==> config.mk <==
export PLATFORM = sky130hd
export DESIGN_NAME = xsim_mem_arbiter_flat
export DESIGN_NICKNAME = d
export VERILOG_FILES = /design/src/rtl/xsim_mem_arb_pkg.sv /design/src/rtl/xsim_mem_arbiter_if.sv /design/src/rtl/xsim_rr_arbiter.sv /design/src/rtl/xsim_mem_arbiter.sv /design/src/flat_wrapper.sv
export SDC_FILE = /design/constraint.sdc
export NUM_CORES = 1
export LEC_CHECK = 0
export CORE_AREA = 4 4 317 319
export CTS_CLUSTER_SIZE = 10
export DETAILED_ROUTE_END_ITERATION = 7
export DIE_AREA = 0 0 321 323
export PLACE_DENSITY_LB_ADDON = 0.1
export SKIP_CTS_REPAIR_TIMING = 1
export SLEW_MARGIN = 20
export SYNTH_ARGS = -nofsm -noshare
export SYNTH_HDL_FRONTEND = slang
export SYNTH_SLANG_ARGS = --single-unit
==> constraint.sdc <==
create_clock -name CLK -period 7.8 [get_ports CLK]
set_clock_uncertainty 0.15 [all_clocks]
set_input_delay 1.95 -clock CLK [delete_from_list [all_inputs] [get_ports CLK]]
set_output_delay 1.95 -clock CLK [all_outputs]
set_load 0.005 [all_outputs]
==> src/rtl/xsim_mem_arb_pkg.sv <==
// xsim_mem_arb_pkg: shared FSM and access-kind enums plus data widths for xsim_mem_arbiter.
package xsim_mem_arb_pkg;
    localparam int W32 = 32;
    localparam int W64 = 64;
    typedef enum logic [1:0] {IDLE, ISSUE, CAPTURE, RESP} state_e;
    typedef enum logic [1:0] {RD32, RD64, WR32, WR64} kind_e;
    function automatic kind_e kind_of(input logic write, input logic wide);
        return kind_e'({write, wide});
    endfunction
endpackage

==> src/rtl/xsim_mem_arbiter_if.sv <==
// xsim_mem_arbiter_if: requester and simulated-memory port bundle; slave = arbiter side, master = environment side.
interface xsim_mem_arbiter_if #(
    parameter int NUM_REQ = 4
);
    import xsim_mem_arb_pkg::*;
    logic [NUM_REQ-1:0]     req_valid;
    logic [NUM_REQ-1:0]     req_ready;
    logic [NUM_REQ-1:0]     req_write;
    logic [NUM_REQ-1:0]     req_wide;
    logic [NUM_REQ*W32-1:0] req_handle;
    logic [NUM_REQ*W32-1:0] req_addr;
    logic [NUM_REQ*W64-1:0] req_wdata;
    logic [NUM_REQ-1:0]     resp_valid;
    logic [NUM_REQ-1:0]     resp_ready;
    logic [W64-1:0]         resp_rdata;
    logic                   mem_en_read32;
    logic                   mem_en_read64;
    logic                   mem_en_write32;
    logic                   mem_en_write64;
    logic [W32-1:0]         mem_handle;
    logic [W32-1:0]         mem_addr;
    logic [W64-1:0]         mem_wdata;
    logic [W32-1:0]         mem_rdata32;
    logic [W64-1:0]         mem_rdata64;
    modport slave (
        input  req_valid, req_write, req_wide, req_handle, req_addr, req_wdata, resp_ready,
               mem_rdata32, mem_rdata64,
        output req_ready, resp_valid, resp_rdata, mem_en_read32, mem_en_read64,
               mem_en_write32, mem_en_write64, mem_handle, mem_addr, mem_wdata
    );
    modport master (
        output req_valid, req_write, req_wide, req_handle, req_addr, req_wdata, resp_ready,
               mem_rdata32, mem_rdata64,
        input  req_ready, resp_valid, resp_rdata, mem_en_read32, mem_en_read64,
               mem_en_write32, mem_en_write64, mem_handle, mem_addr, mem_wdata
    );
endinterface

==> src/rtl/xsim_rr_arbiter.sv <==
// xsim_rr_arbiter: combinational round-robin pick; the search starts one past i_last and wraps.
module xsim_rr_arbiter #(
    parameter int NUM_REQ = 4,
    parameter int IW      = $clog2(NUM_REQ)
) (
    input  logic [NUM_REQ-1:0] i_req,
    input  logic [IW-1:0]      i_last,
    output logic [NUM_REQ-1:0] o_gnt,
    output logic [IW-1:0]      o_idx,
    output logic               o_any
);
    logic [IW-1:0] w_j;

    always_comb begin
        o_gnt = '0;
        o_idx = '0;
        o_any = 1'b0;
        w_j   = '0;
        for (int k = 1; k <= NUM_REQ; k++) begin
            w_j = IW'((int'(i_last) + k) % NUM_REQ);
            if (!o_any && i_req[w_j]) begin
                o_any = 1'b1;
                o_idx = w_j;
            end
        end
        o_gnt[o_idx] = o_any;
    end
endmodule

==> src/rtl/xsim_mem_arbiter.sv <==
// xsim_mem_arbiter: round-robin arbiter serialising NUM_REQ requesters onto one simulated-memory port.
// Defining XSIM_MEM_ARB_STATS_EN adds per-requester accepted-transaction counters on grant_count.
module xsim_mem_arbiter
    import xsim_mem_arb_pkg::*;
#(
    parameter int NUM_REQ = 4
) (
    input logic               CLK,
    input logic               RST,
    xsim_mem_arbiter_if.slave bus
`ifdef XSIM_MEM_ARB_STATS_EN
    ,
    output logic [NUM_REQ*W32-1:0] grant_count
`endif
);
    localparam int IW = $clog2(NUM_REQ);

    state_e             r_state, w_next;
    kind_e              r_kind;
    logic [IW-1:0]      r_last, r_sel, w_idx;
    logic [NUM_REQ-1:0] w_gnt;
    logic               w_any, w_accept;
    logic [W32-1:0]     r_handle, r_addr;
    logic [W64-1:0]     r_wdata, r_rdata;

    xsim_rr_arbiter #(.NUM_REQ(NUM_REQ), .IW(IW)) u_rr (
        .i_req  (bus.req_valid),
        .i_last (r_last),
        .o_gnt  (w_gnt),
        .o_idx  (w_idx),
        .o_any  (w_any)
    );

    // Gated by RST so no grant is offered while reset is held.
    assign w_accept = (r_state == IDLE) && w_any && !RST;

    always_comb begin
        w_next = r_state;
        case (r_state)
            IDLE:    w_next = w_accept ? ISSUE : IDLE;
            ISSUE:   w_next = (r_kind inside {WR32, WR64}) ? RESP : CAPTURE;
            CAPTURE: w_next = RESP;
            RESP:    w_next = bus.resp_ready[r_sel] ? IDLE : RESP;
            default: w_next = IDLE;
        endcase
        bus.req_ready          = w_accept ? w_gnt : '0;
        bus.resp_valid         = '0;
        bus.resp_valid[r_sel]  = (r_state == RESP);
        bus.mem_en_read32      = (r_state == ISSUE) && (r_kind == RD32);
        bus.mem_en_read64      = (r_state == ISSUE) && (r_kind == RD64);
        bus.mem_en_write32     = (r_state == ISSUE) && (r_kind == WR32);
        bus.mem_en_write64     = (r_state == ISSUE) && (r_kind == WR64);
        bus.mem_handle         = r_handle;
        bus.mem_addr           = r_addr;
        bus.mem_wdata          = r_wdata;
        bus.resp_rdata         = r_rdata;
    end

    always_ff @(posedge CLK or posedge RST) begin
        if (RST) begin
            r_state  <= IDLE;
            r_last   <= IW'(NUM_REQ - 1);
            r_sel    <= '0;
            r_kind   <= RD32;
            r_handle <= '0;
            r_addr   <= '0;
            r_wdata  <= '0;
            r_rdata  <= '0;
        end else begin
            r_state <= w_next;
            if (w_accept) begin
                r_last   <= w_idx;
                r_sel    <= w_idx;
                r_kind   <= kind_of(bus.req_write[w_idx], bus.req_wide[w_idx]);
                r_handle <= bus.req_handle[w_idx*W32 +: W32];
                r_addr   <= bus.req_addr[w_idx*W32 +: W32];
                r_wdata  <= bus.req_wdata[w_idx*W64 +: W64];
                r_rdata  <= '0;
            end
            if (r_state == CAPTURE)
                r_rdata <= (r_kind == RD64) ? bus.mem_rdata64 : {{W32{1'b0}}, bus.mem_rdata32};
        end
    end

`ifdef XSIM_MEM_ARB_STATS_EN
    logic [W32-1:0] r_cnt [NUM_REQ];

    always_ff @(posedge CLK or posedge RST) begin
        if (RST)
            r_cnt <= '{default: '0};
        else if (w_accept)
            r_cnt[w_idx] <= r_cnt[w_idx] + 1'b1;
    end

    for (genvar g = 0; g < NUM_REQ; g++) begin : g_cnt
        assign grant_count[g*W32 +: W32] = r_cnt[g];
    end
`endif
endmodule

==> src/flat_wrapper.sv <==
// flat-port wrapper written by rule: the top's interface ports become plain ports
module xsim_mem_arbiter_flat import xsim_mem_arb_pkg::*;
#(
    parameter int NUM_REQ = 4
)
  (CLK, RST, bus_req_valid, bus_req_write, bus_req_wide, bus_req_handle, bus_req_addr, bus_req_wdata, bus_resp_ready, bus_mem_rdata32, bus_mem_rdata64, bus_req_ready, bus_resp_valid, bus_resp_rdata, bus_mem_en_read32, bus_mem_en_read64, bus_mem_en_write32, bus_mem_en_write64, bus_mem_handle, bus_mem_addr, bus_mem_wdata);
  xsim_mem_arbiter_if #(.NUM_REQ(NUM_REQ)) bus_i ();
  input logic CLK;
  input logic RST;
  input wire logic [$bits(bus_i.req_valid)-1:0] bus_req_valid;
  input wire logic [$bits(bus_i.req_write)-1:0] bus_req_write;
  input wire logic [$bits(bus_i.req_wide)-1:0] bus_req_wide;
  input wire logic [$bits(bus_i.req_handle)-1:0] bus_req_handle;
  input wire logic [$bits(bus_i.req_addr)-1:0] bus_req_addr;
  input wire logic [$bits(bus_i.req_wdata)-1:0] bus_req_wdata;
  input wire logic [$bits(bus_i.resp_ready)-1:0] bus_resp_ready;
  input wire logic [$bits(bus_i.mem_rdata32)-1:0] bus_mem_rdata32;
  input wire logic [$bits(bus_i.mem_rdata64)-1:0] bus_mem_rdata64;
  output wire logic [$bits(bus_i.req_ready)-1:0] bus_req_ready;
  output wire logic [$bits(bus_i.resp_valid)-1:0] bus_resp_valid;
  output wire logic [$bits(bus_i.resp_rdata)-1:0] bus_resp_rdata;
  output wire logic [$bits(bus_i.mem_en_read32)-1:0] bus_mem_en_read32;
  output wire logic [$bits(bus_i.mem_en_read64)-1:0] bus_mem_en_read64;
  output wire logic [$bits(bus_i.mem_en_write32)-1:0] bus_mem_en_write32;
  output wire logic [$bits(bus_i.mem_en_write64)-1:0] bus_mem_en_write64;
  output wire logic [$bits(bus_i.mem_handle)-1:0] bus_mem_handle;
  output wire logic [$bits(bus_i.mem_addr)-1:0] bus_mem_addr;
  output wire logic [$bits(bus_i.mem_wdata)-1:0] bus_mem_wdata;
  assign bus_i.req_valid = bus_req_valid;
  assign bus_i.req_write = bus_req_write;
  assign bus_i.req_wide = bus_req_wide;
  assign bus_i.req_handle = bus_req_handle;
  assign bus_i.req_addr = bus_req_addr;
  assign bus_i.req_wdata = bus_req_wdata;
  assign bus_i.resp_ready = bus_resp_ready;
  assign bus_i.mem_rdata32 = bus_mem_rdata32;
  assign bus_i.mem_rdata64 = bus_mem_rdata64;
  assign bus_req_ready = bus_i.req_ready;
  assign bus_resp_valid = bus_i.resp_valid;
  assign bus_resp_rdata = bus_i.resp_rdata;
  assign bus_mem_en_read32 = bus_i.mem_en_read32;
  assign bus_mem_en_read64 = bus_i.mem_en_read64;
  assign bus_mem_en_write32 = bus_i.mem_en_write32;
  assign bus_mem_en_write64 = bus_i.mem_en_write64;
  assign bus_mem_handle = bus_i.mem_handle;
  assign bus_mem_addr = bus_i.mem_addr;
  assign bus_mem_wdata = bus_i.mem_wdata;
  xsim_mem_arbiter #(.NUM_REQ(NUM_REQ)) u_core (.CLK(CLK), .RST(RST), .bus(bus_i));
endmodule
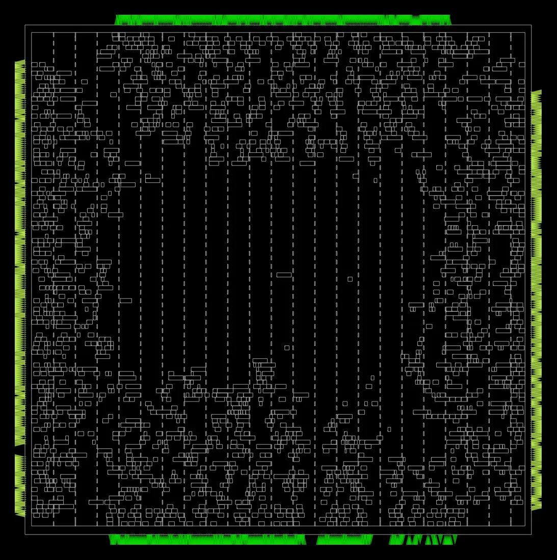
**Above:** run 1 (cell outlines without signal wires).
Layout Cells excl Fill: 3224
placeable core region: 97800 um2
core utilization of the finished layout: 22.0%

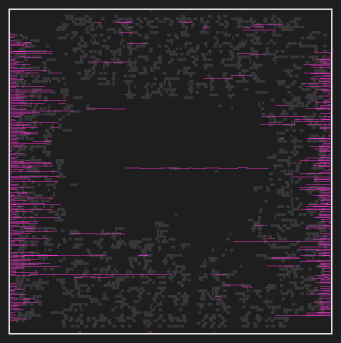
**Above:** run 1 (signal wires on met3).
Drawn at 1 px/um.
The wires run mostly horizontal. The longest straight run is 97.3 um.

==> COMMIT_EDITMSG, run 1 <==
Log flow metrics for this revision

- The finished cells cover around 22000 um2.
- Launch instance of the worst register-to-register path: u_core.r_last[0]
- Number of non-clock inverters: 3
- The layout report lists the multi-input gate area as 5780 um2.
- The via count of the first global-routing pass is 14.2k.
- Per the cell usage report, the commonest logic cell in the layout is clkdlybuf4s50_1.
- Footprint of the flip-flops and latches: 5010 um2
- Worst hold margin: about 0.34 ns
* Row Count: 115
- In this run, the synthesized area fraction spent on AND-OR/OR-AND gates is recorded as around two fifths.
- The synthesized netlist occupies a cell area of between 10000 and 15000 um2.
- Max Buffers Root-to-Sink: 2
- Placed instance count: 3186
* Family of cells with the greatest summed delay on the critical path: buffers and inverters
- Setup repair after global routing left no endpoint under its margin.
- Number of nets at floorplan: 1821
- Number of buffers and inverters on the critical path: 2
* Overall track demand over capacity in global routing: between 10 and 15%
* Startpoint Class: input pin
- Per the CTS log, the root buffer master is clkbuf_16.
- Area of placed instances: 20900 um2
* I/O Buffers: about 830
- Commonest cells after routing, fill and taps aside: clkdlybuf4s50_1, dfrtp_1, o21ai_0, a21oi_1, nand3_1
- Number of nets in the layout: 2544
- Number of synthesized flops with an enable pin: 0
- The die is 323 um tall.
- Half-perimeter wire length after placement: 58900 um
- Power of the clock network: 0.993 mW
- For this run, global-route usage on met2 was measured as between 20% and 30%.
- Ratio of cells with drive above 1 in the final layout: 3.88%
- Final hold violations: 0
* Chip area: 104000 um2
- Summing the areas of all fa, ha and maj instances in the mapped netlist gives 0% of the synthesized area.
- Looking at the power breakdown, the clock network takes 15.1% of the total.
- Share of the cycle needed by the critical path after routing: between 80% and 90%
- Clock tree synthesis found a total of 200 sinks.
- Combinational Power Share: 55.7%
- The OpenROAD report gives the critical path a data arrival time of 4.57 ns.
- Detailed-route iteration 0 reported a violation count of ~620.
- Layer with the highest usage: met2
- The average instance in the mapped netlist occupies 9.50 um2.
- Total combinational power: 3.66 mW
* Stages on worst setup path: 6
* Routed length on met3: 6500 um
* Pin count of the biggest net entering global routing: 135
* FFs w/ async S/R, synth: 100%
* Number of search-and-repair iterations in the first detailed-routing pass: 5
- Cell internal power was estimated by the tool at 3.92 mW.
* Flops: 200
* Tally of yosys warning messages: 0
- Placer congestion estimate: around 0.77
* Max cap viols: 0
* Total congestion overflow: 0
- In this run, synthesis produced a sequential element count of about 200.
* Final Critical Period: 6.67 ns
- In this run the critical register-to-register path is captured at u_core.bus.mem_handle[12].
- The flow ran to the end, and the final reports show no timing, DRC or antenna violations.
- Worst Hold Endpoint: u_core.bus.resp_rdata[20]
* Top-level port count: 830
- Number of cells in Yosys stat: 1195
- Fraction of standard cell area that is sequential: 23.2%
* Number of clock buffer instances in the layout: 19
* Fill cell count: 10.7k
- Xor/xnor cell area share of the yosys netlist: 0%
* CP Data Required Time: 5.70 ns
- Across the VDD grid, the largest voltage drop is ~0.00017 V.
- Dominant kind of combinational cell: AND-OR/OR-AND gates
- Mux share: 3.11%
- During tapcell insertion the tool placed 1287 well taps.
* Synth Seq Share: 44.1%
- In this run the critical path is formed by clkdlybuf4s50_1 > o21ai_1 > o21ai_0 > a221o_4 > nor4_2 > clkdlybuf4s50_1.
- Most prevalent standard cell on the critical path: clkdlybuf4s50_1
- Category of the worst setup path capture point: output pin
* Highest achievable clock rate: approximately 0.15 GHz
- Multi-input combinational cells in the finished layout were counted as 842.
- Startpoint-to-endpoint class of the critical path: input pin to output pin
- Among all flip-flop cells after synthesis, the most frequent one is dfrtp_1.
* Largest power group: combinational cells
* Count of buffers not belonging to the clock network in the layout: 854
- Setup TNS after final layout: 0 ns
- Summing the areas of all and, or, nand and nor instances in the mapped netlist gives under 10% of the synthesized area.
* Power drawn by the sequential cells: approximately 1.9 mW
- The most critical min-delay path falls under flop to flop.
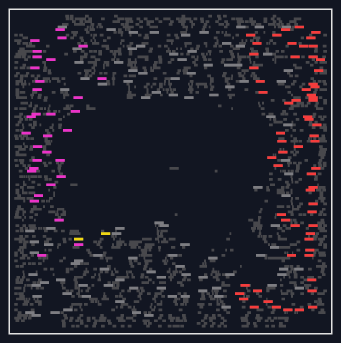
**Above:** run 1 (sequential cells colored by netlist name).
Drawn at 1 px/um. Other sequential cells in the stronger gray, the rest of the logic in the fainter gray.
Key: red = u_core.bus.resp_rdata [flops 64, where a vertical strip on the right]; magenta = u_core.bus.mem_handle [flops 32]; yellow = u_core.r_kind [flops 2]

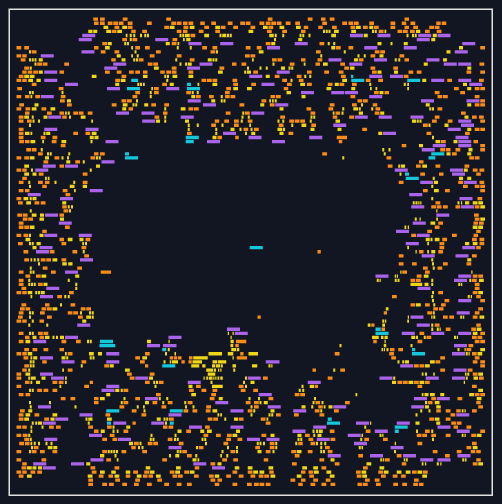
**Above:** run 1 (placed cells, one color a class).
Drawn at 1.5 px/um.
Key: purple = flops [cells 200]; orange = other buffers and delay cells [cells 854]; yellow = combinational and other logic [cells 845]; cyan = clock drivers and dummy loads [cells 32]

==> inputs of run 2 (changes only) <==
--- a/config.mk
+++ b/config.mk
@@ -9,7 +9,6 @@
 export CTS_CLUSTER_SIZE = 10
 export DETAILED_ROUTE_END_ITERATION = 7
 export DIE_AREA = 0 0 321 323
-export PLACE_DENSITY_LB_ADDON = 0.1
 export SKIP_CTS_REPAIR_TIMING = 1
 export SLEW_MARGIN = 20
 export SYNTH_ARGS = -nofsm -noshare
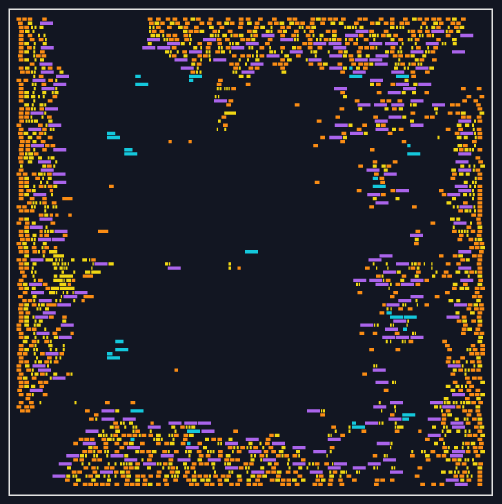
**Above:** run 2 (placed cells, one color a class).
Drawn at 1.5 px/um.
Key: cyan = clock drivers and dummy loads [cells 32]; orange = other buffers and delay cells [cells 855]; yellow = combinational and other logic [cells 845]; purple = flops [cells 200]
fraction of standard cell area that is sequential: 23.2%
area of all placed cells without fillers: 21600 um2

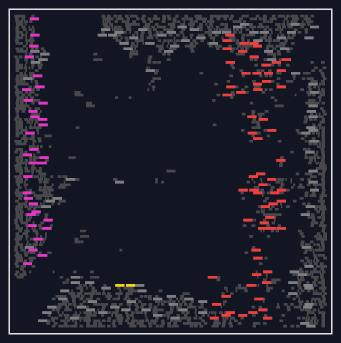
**Above:** run 2 (sequential cells colored by netlist name).
Drawn at 1 px/um. Other sequential cells in the stronger gray, the rest of the logic in the fainter gray.
Key: yellow = u_core.r_kind [flops 2]; magenta = u_core.bus.mem_handle [flops 32]; red = u_core.bus.resp_rdata [flops 64, where a vertical strip on the right]
Another 102 sequential cells are not colored.
power drawn by the sequential cells: 1.94 mW
core utilization of the finished layout: 22.0%
footprint of the flip-flops and latches: 5010 um2

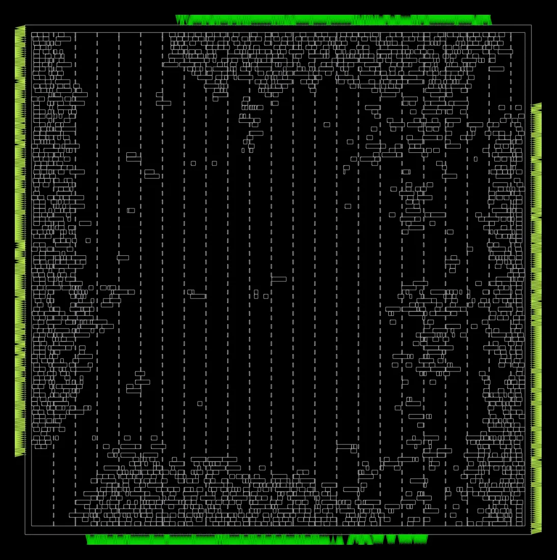
**Above:** run 2 (cell outlines without signal wires).
fill cell count: 10.8k
Row Count: 115
Flops: 200
count of inserted tapcells: 1287

==> COMMIT_EDITMSG, run 2 <==
Log flow metrics for this revision

* Placer congestion estimate: 0.844 (+9.8%)
- YS chip area: 11300 um2
- The worst supply voltage drop on vdd was 0.000181 V (+9.0%).
- In the CTS report, the clock slew at the register clock pins of the worst setup and hold paths is listed as 0.09 ns.
- CP Capture Point: bus_req_ready[3]
- Register-to-Register Path Depth: 7
- The all-layer global routing usage was 14.8% (-0.15 points).
- The per-instance average area after synthesis came to 9.50 um2 (unchanged).
* Aoi/oai-family share of the synthesized area: 38.3% (unchanged)
- Startpoint Class: input pin
- For this run, the slowest stage of the critical path takes 0.60 ns.
- The number of cells on the critical path is 6 (unchanged).
* Total clock sinks: 200 (unchanged)
- The fraction of layout instances using a drive strength above 1 is 3.93% (+0.050 points).
- By instance count, the cell type seen most on the critical path is clkdlybuf4s50_1.
- Global-route track usage on met2: 25.5% (-1.9 points)
- Share of the cycle needed by the critical path after routing: 84.4% (-1.1 points)
- The routed layout has 13.8k vias.
* Endpoint of the most critical register-to-register path: u_core.bus.mem_wdata[37]
- Global routing used between 15 and 20% of the available met1 tracks.
- Combinational Power Share: 56.2% (+0.5 points)
- The total negative setup slack was 0 ns (unchanged).
* Highest achievable clock rate: 0.152 GHz (+1.4%)
- Launch instance of the worst register-to-register path: u_core.r_last[1]
* Number of multi-input combinational cells in the layout: 842 (unchanged)
- Worst setup slack before clock tree synthesis: 1.18 ns
- The synthesized net count is 1821 (unchanged).
- Power of the clock network: 0.978 mW (-2%)
- Number of antenna violations at the first check in global routing: 24
* Met1 wire length: 33500 um
- Largest power group: combinational cells
- Post-synthesis cell area: 11300 um2 (unchanged)
- # setup viols final: 0
* Chip area: 104000 um2 (unchanged)
- Data arrival time of the critical path: 4.48 ns (-0.09 ns)
- The path with the worst hold slack has its endpoint at u_core.bus.resp_rdata[2].
- The worst hold path begins at u_core.bus.resp_rdata[2].
* CP Data Required Time: 5.70 ns (about the same)
* Number of nets in the layout: 2545 (+0.039%)
* Number of synthesized register bits: 200 (unchanged)
- Clock network latency to the later pin of the worst-skew pair: 0.50 ns
* Final hold violations: 0 (unchanged)
* Via count of the first global-routing pass: 14.0k (-1.5%)
- The area fraction in mux cells is 3.11% (unchanged).
- In the synthesized netlist the dominant register cell turns out to be dfrtp_1.
- Number of synthesized flops with an enable pin: 0 (unchanged)
* Most frequently placed logic cell in the final layout: clkdlybuf4s50_1
- Initial DRC count: 708 (+14%)
- The run finished with clean final reports.
- Max cap viols: 0 (unchanged)
- The number of buffer and inverter stages on the critical path was 2 (unchanged).
- Pin count of the biggest net entering global routing: 133 (-1.5%)
* Area of combinational cells with multiple inputs: 5780 um2 (unchanged)
- The I/O pin count was 830 (unchanged).
- Relative contribution of the clock network to total power: 14.7% (-0.4 points)
- Number of clock buffer instances in the layout: 18 (-1)
- Number of non-clock inverters: 3 (unchanged)
- First-pass GRT wire length: 109000 um
- FFs w/ async S/R, synth: 100% (unchanged)
* Final non-clock buffer share: 39.7%
* Tally of yosys warning messages: 0 (unchanged)
- Start point of the critical path: bus_req_valid[0]
- Number of search-and-repair iterations in the first detailed-routing pass: 5 (unchanged)
- Sequence of cells on the critical path: clkdlybuf4s50_1 > o21ai_1 > o21ai_0 > a221o_4 > nor3_1 > clkdlybuf4s50_1
- Per the cell usage report, the commonest logic cells after layout are clkdlybuf4s50_1, dfrtp_1, o21ai_0, a21oi_1, nand3_1.
- I/O Buffers: 829 (unchanged)
* H-tree levels: 4
- In this design, the largest share of critical-path delay is due to buffers and inverters.
* Count of buffers not belonging to the clock network in the layout: 855 (+0.12%)
* Internal power component: 3.89 mW (-0.67%)
* Post-detailed-route DRC marker count: 0
- The maximum root-to-sink buffer count came to 2 (unchanged).
- Number of cells in Yosys stat: 1195 (unchanged)
- In the final routed layout, each cell accounts on average for 25.2 um.
- Area growth syn-to-layout: 90.1%
- Static leakage: 7.83 nW
* Final critical-path setup slack: 1.22 ns
- The XOR/XNOR share of the synthesized area is 0% (unchanged).
* Clk root buf: clkbuf_16
- Dominant class by area: non-clock buffers
- Die Width: between 300 and 400 um
- The timing report gives the worst reg2reg path a setup slack of 4.03 ns.
- Top Metal Used: met5
* Detail Route Antenna Nets: 0
- Per report_power, the sequential group accounts for 29.1% of the total.
- Startpoint-to-endpoint class of the critical path: input pin to output pin
* Post-Synth Adder-Cell Area: 0% (unchanged)
- The post-detailed-placement cell area was 21000 um2 (about the same).
- The worst setup path is captured at an output pin.
- Final max-slew violation count: 0
- Met2 routed wirelength: 39800 um
- Top cells by area in the synthesized netlist: dfrtp_1, a221o_1, o22a_1
- The worst hold slack after final layout came to 0.346 ns (+0.00975 ns).
* Synth Seq Share: 44.1% (unchanged)
- In this run the worst hold path is classified as flop to flop.
- Yosys top cell area share: roughly 44%
- The routed wire length on met3 was 6000 um (-7.7%).
* Total congestion overflow: 0 (unchanged)
* Layer with the highest usage: met2
- Fraction of the mapped netlist area in simple logic gates: 8.53% (unchanged)
- Count of inserted antenna diode cells: 6
- Vertical die dimension: 323 um (unchanged)
- Placeable core region: 97800 um2 (unchanged)
* Total combinational power: 3.74 mW (+2%)
- The number of cells after detailed placement is 3187 (+0.031%).
* Highest fanout seen on the critical path: 26
* Worst relative slew slack: approximately a third
- Number of distinct standard cells referenced by the synthesized netlist: 35
- The half-perimeter wire length of the detailed placement result is 62900 um (+6.8%).
- Final Critical Period: 6.58 ns (-0.0893 ns)
- At the floorplan stage, the core utilization is reported as 11.6%.
- The non-filler instance count after layout was 3225 (+0.031%).
* Setup repair after global routing missed its margin: no
* Dominant kind of combinational cell: AND-OR/OR-AND gates
* Grt met3 use: under 10%
Power figures rest on the tool's default switching activity, not on a simulated workload.
